==> src/rtl/chk_pkg.sv <==
// chk_pkg: shared types and default sizes for the response checker
package chk_pkg;
   typedef enum logic {ST_RUN, ST_HALT} chk_state_t;
   localparam int CHK_DEF_WIDTH = 4;
   localparam int CHK_DEF_DEPTH = 4;
endpackage

==> src/rtl/chk_fifo.sv <==
// chk_fifo: synchronous expected-word FIFO with clear and occupancy level
module chk_fifo
   import chk_pkg::*;
#(
   parameter int WIDTH = CHK_DEF_WIDTH,
   parameter int DEPTH = CHK_DEF_DEPTH
) (
   input  logic                       clk,
   input  logic                       rst_n,
   input  logic                       clr,
   input  logic                       push,
   input  logic                       pop,
   input  logic [WIDTH-1:0]           din,
   output logic [WIDTH-1:0]           dout,
   output logic                       full,
   output logic                       empty,
   output logic [$clog2(DEPTH):0]     level
);
   localparam int AW = $clog2(DEPTH);
   localparam logic [AW:0] FULL_LVL = DEPTH[AW:0];
   logic [WIDTH-1:0] r_mem [DEPTH];
   logic [AW:0]      r_wp;
   logic [AW:0]      r_rp;
   // Pointers carry one extra wrap bit so full and empty are distinguishable
   always_ff @(posedge clk or negedge rst_n) begin
      if (!rst_n) begin
         r_wp <= '0;
         r_rp <= '0;
      end else if (clr) begin
         r_wp <= '0;
         r_rp <= '0;
      end else begin
         if (push) r_wp <= r_wp + 1'b1;
         if (pop) r_rp <= r_rp + 1'b1;
      end
   end
   // Storage needs no reset; stale entries are never visible past the pointers
   always_ff @(posedge clk) begin
      if (push) r_mem[r_wp[AW-1:0]] <= din;
   end
   assign level = r_wp - r_rp;
   assign full  = level == FULL_LVL;
   assign empty = r_wp == r_rp;
   assign dout  = r_mem[r_rp[AW-1:0]];
endmodule

==> config.mk <==
export PLATFORM = sky130hd
export DESIGN_NAME = chk_fifo
export DESIGN_NICKNAME = d
export VERILOG_FILES = /design/src/rtl/chk_pkg.sv /design/src/rtl/chk_fifo.sv
export SDC_FILE = /design/constraint.sdc
export NUM_CORES = 1
export LEC_CHECK = 0
export ABC_AREA = 1
export ABC_CLOCK_PERIOD_IN_PS = 2550
export CAP_MARGIN = 40
export CORE_MARGIN = 2
export CORE_UTILIZATION = 52
export CTS_BUF_LIST = sky130_fd_sc_hd__clkbuf_2 sky130_fd_sc_hd__clkbuf_4 sky130_fd_sc_hd__clkbuf_8
export DETAILED_ROUTE_END_ITERATION = 6
export GPL_ROUTABILITY_DRIVEN = 0
export PLACE_DENSITY = 0.78
export SKIP_CTS_REPAIR_TIMING = 1
export SLEW_MARGIN = 5
export SYNTH_ARGS = -nofsm -noshare
export SYNTH_HDL_FRONTEND = slang
export SYNTH_SLANG_ARGS = --single-unit
==> constraint.sdc <==
create_clock -name clk -period 2.55 [get_ports clk]
set_input_delay 0.255 -clock clk [delete_from_list [all_inputs] [get_ports clk]]
set_output_delay 0.255 -clock clk [all_outputs]
set_load 0.01 [all_outputs]
Metal 1:
Drawn at 12 px/µm. Supply wires on this layer in grey. Cells faint in the background.
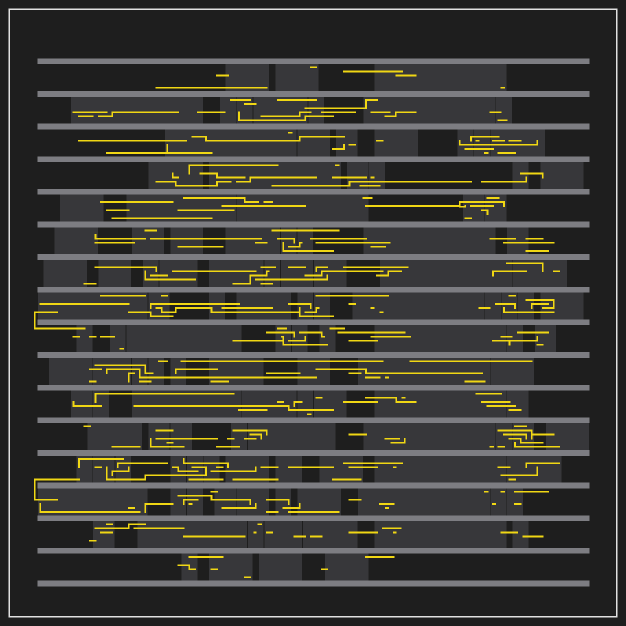
wire length on this layer = 764 µm
share of all routed wire = 44%
main direction = horizontal

Cell placement:
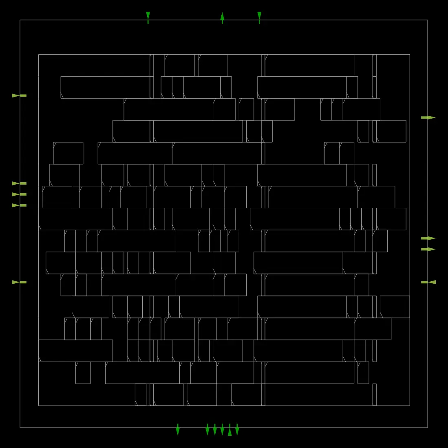
fraction of area in registers: 0.4693
row count: 16
tapcell count: 27

Cell area per tile:
Drawn at 8 px/µm. 10 x 10 tiles, from dark blue (low) to red (high), 0 to 100% covered.
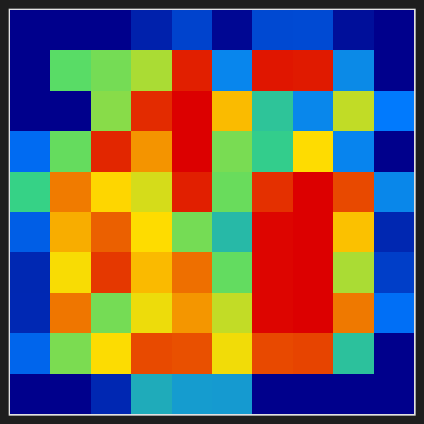
tiles over 75% full = 34%
emptiest ninth of the die = north-west
densest ninth of the die = centre
mean over tiles = 51%

Cell sizes after repair:
Drawn at 8 px/µm.
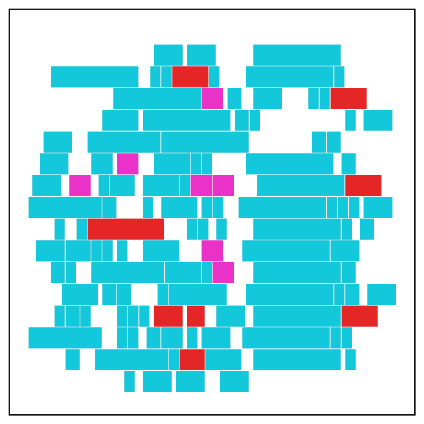
cyan -> drive 1 or less  # cells 109, share 88%, most used inv_1
red -> drive 2  # cells 8, share 6.5%, most used o211ai_2
magenta -> drive 3 to 4  # cells 7, share 5.6%, most used clkbuf_4

Nets reached from selected ports:
Drawn at 8 px/µm.
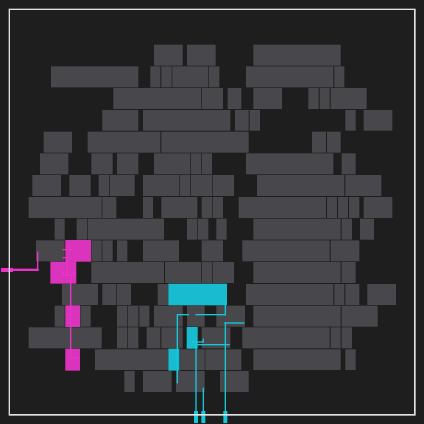
magenta -> `pop`  # bits 1, direction input, edge west, end cells 5, buffers 1, wire 22.9 µm
cyan -> `level`  # bits 3, direction output, edge south, end cells 3, buffers 3, wire 45.9 µm

==> flow report <==
==================================================================================
Maximum level of the CTS H-tree                                                  1
Remaining number of nets flagged by the antenna check after routing              0
Io pins                                                                         18
DP Area                                                               0.001305 mm²
Final critical-path setup slack                                           101.2 ps
Number of failing hold endpoints at the final stage                              0
Final Max Slew Viols                                                             0
Critical Path End Type                                                 output port
Clock buffers and inverters, area share                                    0.02230
HPWL Detailed                                                              1281 µm
Global-route track usage on met3                                           0.02976
Average via count per standard cell                                          4.748
Via count of the first global-routing pass                                     688
TritonCTS clock tree                                                          done
Metal-1 WL                                                                  764 µm
Via count of the routed design                                                 717
Met2 Wirelength                                                             884 µm
Result of the run                                                        completed
Power share of the combinational group                                       0.249
Crit-path most repeated cell                                                 inv_1
Worst R2R End                                                          r_mem[0][3]
Layout clock buffer count                                                        4
Maximum number of pins on one net before global-route repair                    19
Total clock network power                                               0.000165 W
Post-Synth Adder-Cell Area                                                 0.09566
Proportion of synthesized area in mux cells                                      0
Reg-to-reg critical path startpoint                                        r_wp[1]
Cell count along the critical path                                               7
Standard cell core area                                               0.002002 mm²
Leading power group                                                   sequential cells
Count of maximum capacitance violations                                          0
Power consumed by sequential cells                                      0.000411 W
Worst-path fanout max                                                            3
==================================================================================
Power and IR drop assume default switching activity.
